File: src/rtl/slice_pkg.sv
// Shared definitions for the Focus (space-to-depth) slice controller.
// Latency: n/a (types, constants and a quadrant-offset helper only).
// Backpressure: n/a.
package slice_pkg;

    // Default element width of the feature-map buffers.
    localparam int SLICE_DATA_WIDTH = 16;

    // Controller states.
    typedef enum logic [1:0] {
        IDLE,
        RUN,
        DRAIN,
        DONE
    } state_t;

    // Quadrant offsets, indexed by quadrant number q:
    // q0 (0,0), q1 (0,1), q2 (1,0), q3 (1,1) as (dy,dx).
    localparam logic [3:0] QUAD_DY = 4'b1100;
    localparam logic [3:0] QUAD_DX = 4'b1010;

    // Source offset of a quadrant's first element: dy*width + dx.
    // dy/dx are single bits, so this reduces to a mux and a small add.
    function automatic int quad_offset(input logic [1:0] q, input int width);
        int off;
        off = 0;
        if (QUAD_DY[q]) off = off + width;
        if (QUAD_DX[q]) off = off + 1;
        return off;
    endfunction

endpackage

File: src/rtl/slice_ofifo.sv
// Two-entry output FIFO holding {write address, data} pairs for the slice stream.
// Latency: push visible at head the cycle after the push edge; no fall-through.
// Backpressure: caller must not push when full unless popping the same cycle.
//
// Ports: clk/rst (async active-high), push/push_addr/push_data in,
//        pop in, head_addr/head_data out, count/full/empty status out.
module slice_ofifo
    import slice_pkg::*;
#(
    parameter int AW = 16,
    parameter int DW = 16
) (
    input  logic          clk,
    input  logic          rst,
    input  logic          push,
    input  logic [AW-1:0] push_addr,
    input  logic [DW-1:0] push_data,
    input  logic          pop,
    output logic [AW-1:0] head_addr,
    output logic [DW-1:0] head_data,
    output logic [1:0]    count,
    output logic          full,
    output logic          empty
);

    logic [AW-1:0] r_addr [2];
    logic [DW-1:0] r_data [2];
    logic          r_wr_ptr;
    logic          r_rd_ptr;
    logic [1:0]    r_count;

    // Storage is cleared on reset so the head reads as zero when idle.
    always_ff @(posedge clk or posedge rst) begin
        if (rst) begin
            r_addr[0] <= '0;
            r_addr[1] <= '0;
            r_data[0] <= '0;
            r_data[1] <= '0;
            r_wr_ptr  <= 1'b0;
            r_rd_ptr  <= 1'b0;
            r_count   <= 2'd0;
        end else begin
            if (push) begin
                r_addr[r_wr_ptr] <= push_addr;
                r_data[r_wr_ptr] <= push_data;
                r_wr_ptr         <= ~r_wr_ptr;
            end
            if (pop) begin
                r_rd_ptr <= ~r_rd_ptr;
            end
            case ({push, pop})
                2'b10:   r_count <= r_count + 2'd1;
                2'b01:   r_count <= r_count - 2'd1;
                default: r_count <= r_count;
            endcase
        end
    end

    always_ff @(posedge clk) begin
        if (!rst) begin
            assert (!(pop && (r_count == 2'd0)));
        end
    end

    assign head_addr = r_addr[r_rd_ptr];
    assign head_data = r_data[r_rd_ptr];
    assign count     = r_count;
    assign full      = (r_count == 2'd2);
    assign empty     = (r_count == 2'd0);

endmodule

File: src/rtl/slice_ctrl.sv
// Focus/space-to-depth slice: reads a WxHxK CHW tensor, writes 4K channels of (W/2)x(H/2).
// Latency: first write valid 3 cycles after start accept; done at N+3, 1 element/cycle.
// Backpressure: wr_ready low stops reads; at most 2 elements buffered, head held stable.
//
// Ports: clk, rst (async active-high), start/src_base/dst_base (frame request),
//        busy/done status, rd_en/rd_addr/rd_data (sync RAM, 1-cycle read),
//        wr_valid/wr_ready/wr_addr/wr_data (valid-ready write stream).
module slice_ctrl
    import slice_pkg::*;
#(
    parameter int W          = 4,
    parameter int H          = 4,
    parameter int K          = 3,
    parameter int DATA_WIDTH = SLICE_DATA_WIDTH,
    parameter int ADDR_WIDTH = 16
) (
    input  logic                  clk,
    input  logic                  rst,
    input  logic                  start,
    input  logic [ADDR_WIDTH-1:0] src_base,
    input  logic [ADDR_WIDTH-1:0] dst_base,
    output logic                  busy,
    output logic                  done,
    output logic                  rd_en,
    output logic [ADDR_WIDTH-1:0] rd_addr,
    input  logic [DATA_WIDTH-1:0] rd_data,
    output logic                  wr_valid,
    input  logic                  wr_ready,
    output logic [ADDR_WIDTH-1:0] wr_addr,
    output logic [DATA_WIDTH-1:0] wr_data
);

    localparam int HALF_W = W / 2;
    localparam int HALF_H = H / 2;
    localparam int OXW    = (HALF_W > 1) ? $clog2(HALF_W) : 1;
    localparam int OYW    = (HALF_H > 1) ? $clog2(HALF_H) : 1;
    localparam int CW     = (K > 1) ? $clog2(K) : 1;

    localparam logic [OXW-1:0]        OX_LAST  = OXW'(HALF_W - 1);
    localparam logic [OYW-1:0]        OY_LAST  = OYW'(HALF_H - 1);
    localparam logic [CW-1:0]         C_LAST   = CW'(K - 1);
    localparam logic [ADDR_WIDTH-1:0] COL_STEP = ADDR_WIDTH'(2);
    localparam logic [ADDR_WIDTH-1:0] ROW_STEP = ADDR_WIDTH'(2 * W);
    localparam logic [ADDR_WIDTH-1:0] CH_STEP  = ADDR_WIDTH'(W * H);

    state_t                r_state;
    state_t                w_state_nxt;
    logic [1:0]            r_q;
    logic [CW-1:0]         r_c;
    logic [OYW-1:0]        r_oy;
    logic [OXW-1:0]        r_ox;
    logic [ADDR_WIDTH-1:0] r_src_base;
    logic [ADDR_WIDTH-1:0] r_rd_addr;
    logic [ADDR_WIDTH-1:0] r_row_base;   // read address of the current output row's ox=0
    logic [ADDR_WIDTH-1:0] r_chan_base;  // read address of the current channel's oy=0,ox=0
    logic [ADDR_WIDTH-1:0] r_wr_addr;
    logic [ADDR_WIDTH-1:0] r_inflight_addr;
    logic                  r_inflight;   // a read was issued last cycle; its data is on rd_data now

    logic                  w_last;
    logic                  w_pop;
    logic                  w_rd_en;
    logic                  w_full;
    logic                  w_empty;
    logic [1:0]            w_count;
    logic [2:0]            w_occ;
    logic [ADDR_WIDTH-1:0] w_next_quad;

    assign w_last      = (r_q == 2'd3) && (r_c == C_LAST) && (r_oy == OY_LAST) && (r_ox == OX_LAST);
    assign w_pop       = !w_empty && wr_ready;
    // Slots committed after this cycle; reads issue only while a slot is guaranteed free.
    assign w_occ       = {1'b0, w_count} + {2'b00, r_inflight} - {2'b00, w_pop};
    assign w_next_quad = r_src_base + ADDR_WIDTH'(quad_offset(r_q + 2'd1, W));

    assign rd_en    = w_rd_en;
    assign rd_addr  = r_rd_addr;
    assign wr_valid = !w_empty;

    always_comb begin
        w_state_nxt = r_state;
        w_rd_en     = 1'b0;
        busy        = 1'b0;
        done        = 1'b0;
        case (r_state)
            IDLE: begin
                if (start) w_state_nxt = RUN;
            end
            RUN: begin
                busy    = 1'b1;
                w_rd_en = (w_occ < 3'd2);
                if (w_rd_en && w_last) w_state_nxt = DRAIN;
            end
            DRAIN: begin
                busy = 1'b1;
                // Leave as the final element is accepted so done lines up with it.
                if (!r_inflight && ((w_count == 2'd0) || ((w_count == 2'd1) && w_pop)))
                    w_state_nxt = DONE;
            end
            DONE: begin
                busy        = 1'b1;
                done        = 1'b1;
                w_state_nxt = IDLE;
            end
            default: w_state_nxt = IDLE;
        endcase
    end

    always_ff @(posedge clk or posedge rst) begin
        if (rst) begin
            r_state         <= IDLE;
            r_q             <= '0;
            r_c             <= '0;
            r_oy            <= '0;
            r_ox            <= '0;
            r_src_base      <= '0;
            r_rd_addr       <= '0;
            r_row_base      <= '0;
            r_chan_base     <= '0;
            r_wr_addr       <= '0;
            r_inflight_addr <= '0;
            r_inflight      <= 1'b0;
        end else begin
            r_state    <= w_state_nxt;
            r_inflight <= w_rd_en;
            if ((r_state == IDLE) && start) begin
                r_q         <= '0;
                r_c         <= '0;
                r_oy        <= '0;
                r_ox        <= '0;
                r_src_base  <= src_base;
                r_rd_addr   <= src_base;
                r_row_base  <= src_base;
                r_chan_base <= src_base;
                r_wr_addr   <= dst_base;
            end
            if (w_rd_en) begin
                r_inflight_addr <= r_wr_addr;
                r_wr_addr       <= r_wr_addr + ADDR_WIDTH'(1);
                if (r_ox != OX_LAST) begin
                    r_ox      <= r_ox + OXW'(1);
                    r_rd_addr <= r_rd_addr + COL_STEP;
                end else if (r_oy != OY_LAST) begin
                    r_ox       <= '0;
                    r_oy       <= r_oy + OYW'(1);
                    r_row_base <= r_row_base + ROW_STEP;
                    r_rd_addr  <= r_row_base + ROW_STEP;
                end else if (r_c != C_LAST) begin
                    r_ox        <= '0;
                    r_oy        <= '0;
                    r_c         <= r_c + CW'(1);
                    r_chan_base <= r_chan_base + CH_STEP;
                    r_row_base  <= r_chan_base + CH_STEP;
                    r_rd_addr   <= r_chan_base + CH_STEP;
                end else begin
                    r_ox        <= '0;
                    r_oy        <= '0;
                    r_c         <= '0;
                    r_q         <= r_q + 2'd1;
                    r_chan_base <= w_next_quad;
                    r_row_base  <= w_next_quad;
                    r_rd_addr   <= w_next_quad;
                end
            end
        end
    end

    always_ff @(posedge clk) begin
        if (!rst) begin
            assert (!(r_inflight && w_full && !w_pop));
        end
    end

    slice_ofifo #(
        .AW(ADDR_WIDTH),
        .DW(DATA_WIDTH)
    ) u_ofifo (
        .clk       (clk),
        .rst       (rst),
        .push      (r_inflight),
        .push_addr (r_inflight_addr),
        .push_data (rd_data),
        .pop       (w_pop),
        .head_addr (wr_addr),
        .head_data (wr_data),
        .count     (w_count),
        .full      (w_full),
        .empty     (w_empty)
    );

endmodule
File: config.mk
export PLATFORM = sky130hd
export DESIGN_NAME = slice_ctrl
export DESIGN_NICKNAME = d
export VERILOG_FILES = /design/src/rtl/slice_pkg.sv /design/src/rtl/slice_ofifo.sv /design/src/rtl/slice_ctrl.sv
export SDC_FILE = /design/constraint.sdc
export NUM_CORES = 1
export LEC_CHECK = 0
export CAP_MARGIN = 40
export CORE_UTILIZATION = 49
export CTS_BUF_LIST = sky130_fd_sc_hd__clkbuf_16
export DETAILED_ROUTE_END_ITERATION = 16
export MAX_ROUTING_LAYER = met4
export PLACE_DENSITY = 0.74
export SLEW_MARGIN = 10
export SYNTH_ARGS = -nofsm -noshare
export SYNTH_HDL_FRONTEND = slang
export SYNTH_SLANG_ARGS = --single-unit
File: constraint.sdc
create_clock -name clk -period 5.5 [get_ports clk]
set_input_delay 1.1 -clock clk [delete_from_list [all_inputs] [get_ports clk]]
set_output_delay 1.1 -clock clk [all_outputs]
set_load 0.03 [all_outputs]
==> flow_summary.toml, run 1 <==
# flow metrics
[status]
status = "completed"

[final_timing]
report.final.slew_viol_count = 0
worst_slew_margin_rel = 0.4386
setup_ws_ps = 1217
maxClockFrequency_ghz = 0.2335
final.min_clock_period_ps = 4283
rsz0062_at_grt = "false"
setup_viol = 0
sum_of_negative_setup_slack_ps = 0
hold-worst-slack_ps = 487.7
period_used_share = 0.7787
clock_skew_ps = 9.510
worstMarginPinSlew_ps = 835.1
timing.final.hold_violations = 0

[synthesis]
synthesis.area_per_instance_um2 = 10.18
ys_warn_count = 0
yosysCellCount = 876
async_flop_share = 1.000
ys_top_cells_by_area = "sky130_fd_sc_hd__dfrtp_1 (49%), sky130_fd_sc_hd__mux2_2 (12%), sky130_fd_sc_hd__nand2_1 (5.4%)"
edf_count = 0
syn_inst = 876
synthesis.area_um2 = 8921
synthTopCellsByCount = "sky130_fd_sc_hd__dfrtp_1 (173), sky130_fd_sc_hd__nand2_1 (129), sky130_fd_sc_hd__mux2_2 (97)"
synth_chip_area_um2 = 8921
yosysTopAreaCellShare = 0.4853
numSynthFlops = 173
ys_types = 64
top_area_cell = "sky130_fd_sc_hd__dfrtp_1"
postSynthSeqShare = 0.4853
yosys_most_used_dff = "sky130_fd_sc_hd__dfrtp_1"
total_nets_after_synthesis = 944
yosys.cell_count.top_type = "sky130_fd_sc_hd__dfrtp_1"

[finish]
registers_with_the_most_flip_flops = "u_ofifo.r_addr x32, u_ofifo.r_data x32"
num-clock-buffers = 17
finish.net_count = 1035
area_delta_synth_final_pct = 20.38
biggestCellCategory = "multi-input combinational cells"
non_clock_buffer_area_share = 0.1079
sequential_cell_area_um2 = 4329
comb_cells = 638
seq-cell-share = 0.4031
num-fill-cells = 1482
antenna-diode-count = 0
flop-count = 173
post_route_cells_drive_above_1_share = 0.1622
layout.cells.most_common_list = "sky130_fd_sc_hd__dfrtp_1 (173), sky130_fd_sc_hd__nand2_1 (128), sky130_fd_sc_hd__clkdlybuf4s50_1 (102), sky130_fd_sc_hd__mux2_2 (97), sky130_fd_sc_hd__a21oi_1 (59)"
combGateArea_um2 = 4332
final.signal_buffer_count = 117
comb_area_frac = 0.4034
layoutNonFillerInstCount = 1205
clk_share = 0.05208
num-nonclk-inverters = 20
final_common_cell = "sky130_fd_sc_hd__dfrtp_1"

[worst_hold_path]
hold_end = "u_ofifo.r_addr[24]"
min-delay-start = "u_ofifo.r_addr[24]"
worst_hold_path_type = "reg -> reg"
holdPathStages = 1

[setup_path]
critical_path_depth = 9
timing.critical_path.to_type = "output port"
critical_path.slowest_cell = "sky130_fd_sc_hd__clkdlybuf4s50_1"
startpoint = "wr_ready"
cp_cell_sequence = "clkdlybuf4s50_1 -> nand2_1 -> xnor2_1 -> nand2b_1 -> fa_1 -> xnor2_1 -> nand3_1 -> inv_2 -> buf_4"
timing.critical_path.slowest_cell_delay_ps = 490
critical_path_arrival_ps = 3180
critical_path.endpoint = "rd_en"
r2r-end = "rd_addr[3]"
reg2reg_setup_slack_ps = 1830
crit_path_frequent_cell = "sky130_fd_sc_hd__xnor2_1"
worst-setup-path-type = "in -> out"
crit_path_max_fanout = 7
setup.worst_path.start_class = "input port"
worst-path-buf-inv = 3
crit_required_ps = 4400
worstRegToRegCells = 14
timing.critical_path.max_delay_family = "buffers and inverters"
reg2reg_from = "u_ofifo.count[1]"

[pwr]
p_total_mw = 6.697
sw_frac_of_total = 0.4140
net_switching_mw = 2.772
power.sequential.fraction = 0.364
p_clk_frac = 0.173
power.ir.vdd_worst_mv = 0.3481
power_report.internal_total_mw = 3.924
share_comb_of_total_power = 0.463
power.static_leakage_nw = 4.745
power_per_cell_area_nw_per_um2 = 623.6

[floorplan]
taps = 225
placementRows = 48
die_width_um = 136.9
die-height_um = 136.9
core_region_area_um2 = 17540
ioPinCount = 104
die_area_um2 = 18750
core_util_floorplan = 0.5087

[clock_network]
clk_path_buf_depth = 2
post_cts_setup_inserts = 0
clkLatencyLatePin_ps = 430
post_cts_hold_buffer_count = 0
clock_tree.root_cell = "sky130_fd_sc_hd__clkbuf_16"
cts_made_buffers = 17
ctsResizeCount = 0
clk_pin_slew_worst_paths_ps = 70
numClockSinks = 173
tritoncts = "built"
cts-htree-levels = 4

[grt]
grt_pass1_vias = 6922
antenna_found_initial = 0
grt_first_pass_wirelength_um = 36050
grt_start_max_net_pins = 92
grt_use_total = 0.2585
grt-ovfl-total = 0

[route]
first_pass_drt_iterations = 5
met2WireLength_um = 10030
drc = 0
first_iter_violations = 536
topRoutingLayerUsed = "met4"
route.layer.met1.wl_um = 10620
met3WireLength_um = 1248
detail-route-antenna-nets = 0
routed_via_density = 5.880

[placed_design]
buffer_ports.inserted = 103
preCtsSetupSlack_ps = 1077
place.detailed.hpwl_um = 15370
dpl.cell_count = 1173
finalWeightedCongestion = 0.9377

[flow_run]
stage_log_warnings = 31
max-cap-violations = 0
## run 1: power groups by stage
stage	registers, mW	logic (mW)	clock network [mW]
after floorplan	2.36	2.15	0
after global placement	2.42	3.01	0
after detailed placement	2.43	3.08	0
after CTS	2.42	3.10	1.18
after global routing	2.52	3.36	1.23
final	2.44	3.10	1.16
## run 1: stage by stage
stage,util,cell area (um^2)
after floorplan,-,8925
after global placement,0.5793,10160
after detailed placement,0.5805,10180
after CTS,0.6124,10740
after global routing,0.6124,10740
final,0.6124,10740
## run 1: cell families after synthesis
group / synth area share
fa+ha+maj: 0.02328
xor+xnor: 0.04516
mux: 0.1304
simple gates: 0.1555
compound gates: 0.1306
buf+inv: 0.02973
flops: 0.4853
### Clock wires, drivers and flops, run 1

The bar under the picture is 50 um long.
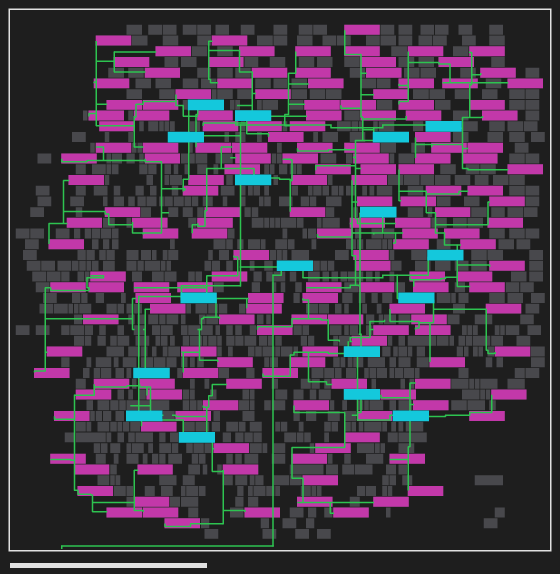
[cyan] clock-net drivers | count: 17
[magenta] flip-flops | count: 173
[green] clock wires | length: 2030 um
flops lie: spread over the die

### M3 wires, run 1

The bar under the picture is 50 um long. Cells faint in the background.
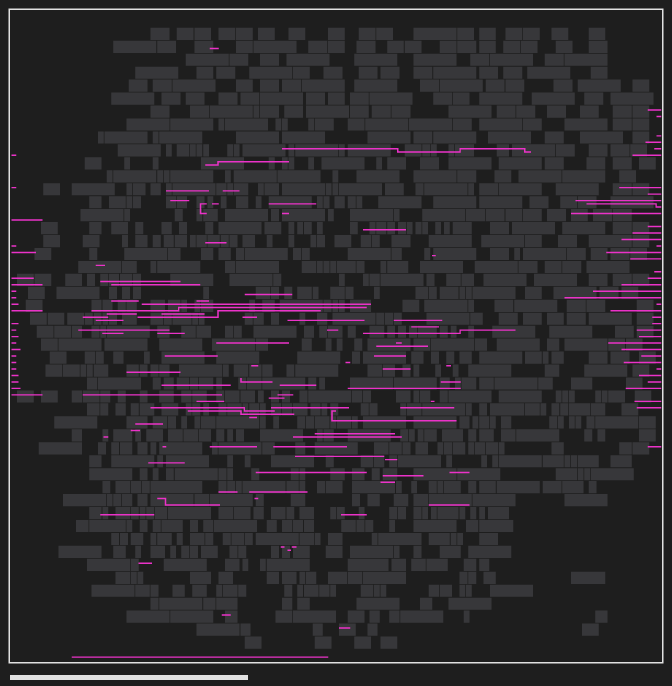
longest straight run: 53.6 um
main direction: horizontal
share of all routed wire: 5.6%
global routing met3 resource utilization: 0.05111
Total Wirelength: 22410 um
DR vias: 7085

### Met2 routing, run 1

Cells faint in the background.
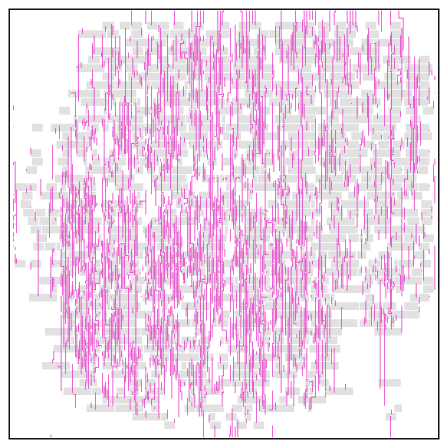
share of all routed wire: 45%
nets with wire on the layer: 890
wire length on this layer: 10000 um
main direction: vertical
global routing met2 resource utilization: 0.3760

### Track usage over the die, run 1

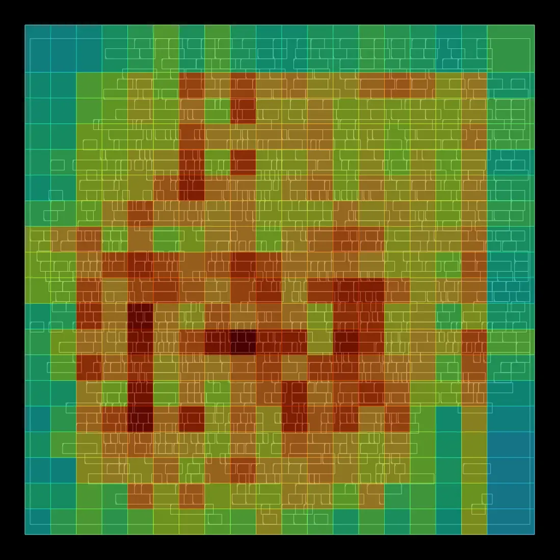
most utilized layer in the global route result: met2
routed length per instance: 18.60 um
GR Util met1: 0.3568
final core utilization: 0.6124

## Run 2: what changed since run 1
--- a/config.mk
+++ b/config.mk
@@ -10,7 +10,7 @@
 export CTS_BUF_LIST = sky130_fd_sc_hd__clkbuf_16
 export DETAILED_ROUTE_END_ITERATION = 16
 export MAX_ROUTING_LAYER = met4
-export PLACE_DENSITY = 0.74
+export PLACE_DENSITY = 0.71
 export SLEW_MARGIN = 10
 export SYNTH_ARGS = -nofsm -noshare
 export SYNTH_HDL_FRONTEND = slang
==> constraint.sdc (replaced) <==
create_clock -name clk -period 4.45 [get_ports clk]
set_input_delay 0.89 -clock clk [delete_from_list [all_inputs] [get_ports clk]]
set_output_delay 0.89 -clock clk [all_outputs]
set_load 0.03 [all_outputs]
### Met2 routing, run 2

Cells faint in the background.
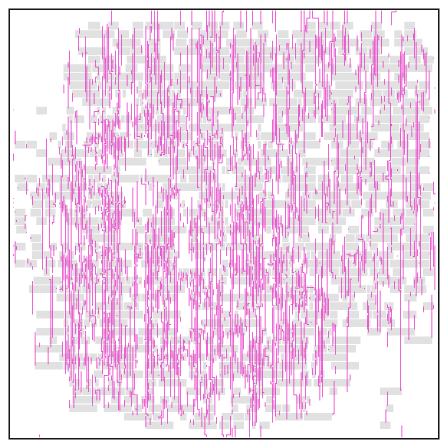
share of all routed wire: 45%
wire length on this layer: 10200 um
main direction: vertical
longest straight run: 62.2 um

==> flow_summary.toml, run 2 <==
# flow metrics
[status]
status = "completed"

[flow_run]
stage_log_warnings = 31
max-cap-violations = 0

[finish]
layout.cells.most_common_list = "sky130_fd_sc_hd__dfrtp_1 (173), sky130_fd_sc_hd__nand2_1 (128), sky130_fd_sc_hd__clkdlybuf4s50_1 (102), sky130_fd_sc_hd__mux2_2 (97), sky130_fd_sc_hd__a21oi_1 (59)"
finish.net_count = 1038
final_common_cell = "sky130_fd_sc_hd__dfrtp_1"
post_route_cells_drive_above_1_share = 0.1658
area_delta_synth_final_pct = 20.64
registers_with_the_most_flip_flops = "u_ofifo.r_addr x32, u_ofifo.r_data x32"
num-fill-cells = 1473

[clock_network]
clock_tree.root_cell = "sky130_fd_sc_hd__clkbuf_16"
numClockSinks = 173
tritoncts = "built"
cts_made_buffers = 17
ctsResizeCount = 0
clk_path_buf_depth = 2
post_cts_hold_buffer_count = 0
clkLatencyLatePin_ps = 430
cts-htree-levels = 4
post_cts_setup_inserts = 0
clk_pin_slew_worst_paths_ps = 70

[synthesis]
synthSimpleGateAreaFrac = 0.1555
synth.area.mux_share = 0.1304
async_flop_share = 1.000
synth.cellmix.xorXnorShare = 0.04516
synthesis.area_um2 = 8921
logic_family = "simple AND/OR/NAND/NOR gates"
yosys_most_used_dff = "sky130_fd_sc_hd__dfrtp_1"
synthTopCellsByCount = "sky130_fd_sc_hd__dfrtp_1 (173), sky130_fd_sc_hd__nand2_1 (129), sky130_fd_sc_hd__mux2_2 (97)"
top_area_cell = "sky130_fd_sc_hd__dfrtp_1"
fa_ha_area_frac = 0.02328
yosys.cell_count.top_type = "sky130_fd_sc_hd__dfrtp_1"
yosysTopAreaCellShare = 0.4853
yosys.area_share.aoi = 0.1306
yosysCellCount = 876
total_nets_after_synthesis = 944
edf_count = 0
numSynthFlops = 173
synthesis.area_per_instance_um2 = 10.18
ys_types = 64
ys_top_cells_by_area = "sky130_fd_sc_hd__dfrtp_1 (49%), sky130_fd_sc_hd__mux2_2 (12%), sky130_fd_sc_hd__nand2_1 (5.4%)"
ys_warn_count = 0
syn_inst = 876
postSynthSeqShare = 0.4853
synth_chip_area_um2 = 8921

[route]
detail_route.wirelength_um = 22500
detail-route-antenna-nets = 0
first_pass_drt_iterations = 7
routed_length_per_instance_um = 18.61
drc = 0
first_iter_violations = 596
met2WireLength_um = 10190
routed_via_density = 5.891
met3WireLength_um = 1545
detailroute.via_count = 7122
route.layer.met1.wl_um = 10370
topRoutingLayerUsed = "met4"

[pwr]
pg_seq_mw = 3.03
power-top-group = "combinational cells"
power_report.internal_total_mw = 4.855
sw_frac_of_total = 0.4126
clock_power_mw = 1.43
power.static_leakage_nw = 4.757
p_clk_frac = 0.173
power_per_cell_area_nw_per_um2 = 768.0
share_comb_of_total_power = 0.461
power.sequential.fraction = 0.367
p_comb_mw = 3.81
net_switching_mw = 3.411
p_total_mw = 8.266
power.ir.vdd_worst_mv = 0.5559

[grt]
met1_usage = 0.3574
grt_use_met3 = 0.04889
grt-ovfl-total = 0
grt_use_met2 = 0.3855
grt_start_max_net_pins = 85
antenna_found_initial = 1
grt.busiest_layer = "met2"
grt_first_pass_wirelength_um = 35780
grt_use_total = 0.2609
grt_pass1_vias = 6900

[setup_path]
reg2reg_from = "u_ofifo.count[1]"
reg2reg_setup_slack_ps = 860
r2r-end = "r_wr_addr[2]"
worst-setup-path-type = "in -> out"
critical_path.endpoint = "rd_en"
crit_required_ps = 3560
cp_cell_sequence = "clkdlybuf4s50_1 -> nand2_1 -> xnor2_1 -> nand2b_1 -> fa_1 -> xnor2_1 -> nand3_1 -> inv_2 -> buf_4"
crit_path_frequent_cell = "sky130_fd_sc_hd__xnor2_1"
setup.worst_path.start_class = "input port"
timing.critical_path.to_type = "output port"
critical_path_arrival_ps = 3130
critical_path_depth = 9
timing.critical_path.max_delay_family = "buffers and inverters"
startpoint = "wr_ready"
critical_path.slowest_cell = "sky130_fd_sc_hd__clkdlybuf4s50_1"
worstRegToRegCells = 12
timing.critical_path.slowest_cell_delay_ps = 480
crit_path_max_fanout = 10
worst-path-buf-inv = 3

[floorplan]
die-height_um = 136.9
die_width_um = 136.9
core_region_area_um2 = 17540
die_area_um2 = 18750
ioPinCount = 104
placementRows = 48
core_util_floorplan = 0.5087

[final_timing]
hold-worst-slack_ps = 492.0
clock_skew_ps = 6.593
report.final.slew_viol_count = 0
rsz0062_at_grt = "false"
setup_viol = 0
worstMarginPinSlew_ps = 853.8
period_used_share = 0.9032
final.min_clock_period_ps = 4019
sum_of_negative_setup_slack_ps = 0
worst_slew_margin_rel = 0.4308
maxClockFrequency_ghz = 0.2488
timing.final.hold_violations = 0
setup_ws_ps = 431.0

[worst_hold_path]
min-delay-start = "u_ofifo.r_addr[24]"
hold_end = "u_ofifo.r_addr[24]"
holdPathStages = 1
worst_hold_path_type = "reg -> reg"

[placed_design]
buffer_ports.inserted = 103
place.detailed.hpwl_um = 15860
preCtsSetupSlack_ps = 359.5
finalWeightedCongestion = 0.9339
run 2: stage by stage:
stage	area, um^2	instances	utilization
floorplan	8925	876	-
global placement	10180	1175	0.5806
detailed placement	10200	1176	0.5818
CTS	10760	1208	0.6136
global route	10760	1209	0.6137
finish	10760	1209	0.6137
run 2: area by class of cell:
type | instances | area [um^2] | area share
sequential | 173 | 4329 | 0.4022
clock buffer | 17 | 425.4 | 0.03953
clock inverter | 15 | 132.6 | 0.01232
tap | 225 | 281.5 | 0.02616
inverter | 20 | 78.83 | 0.007324
antenna | 1 | 2.502 | 0.0002325
multi-input combinational | 638 | 4332 | 0.4025
timing repair buffer | 120 | 1181 | 0.1097
Power is estimated from default activity; no workload was simulated.
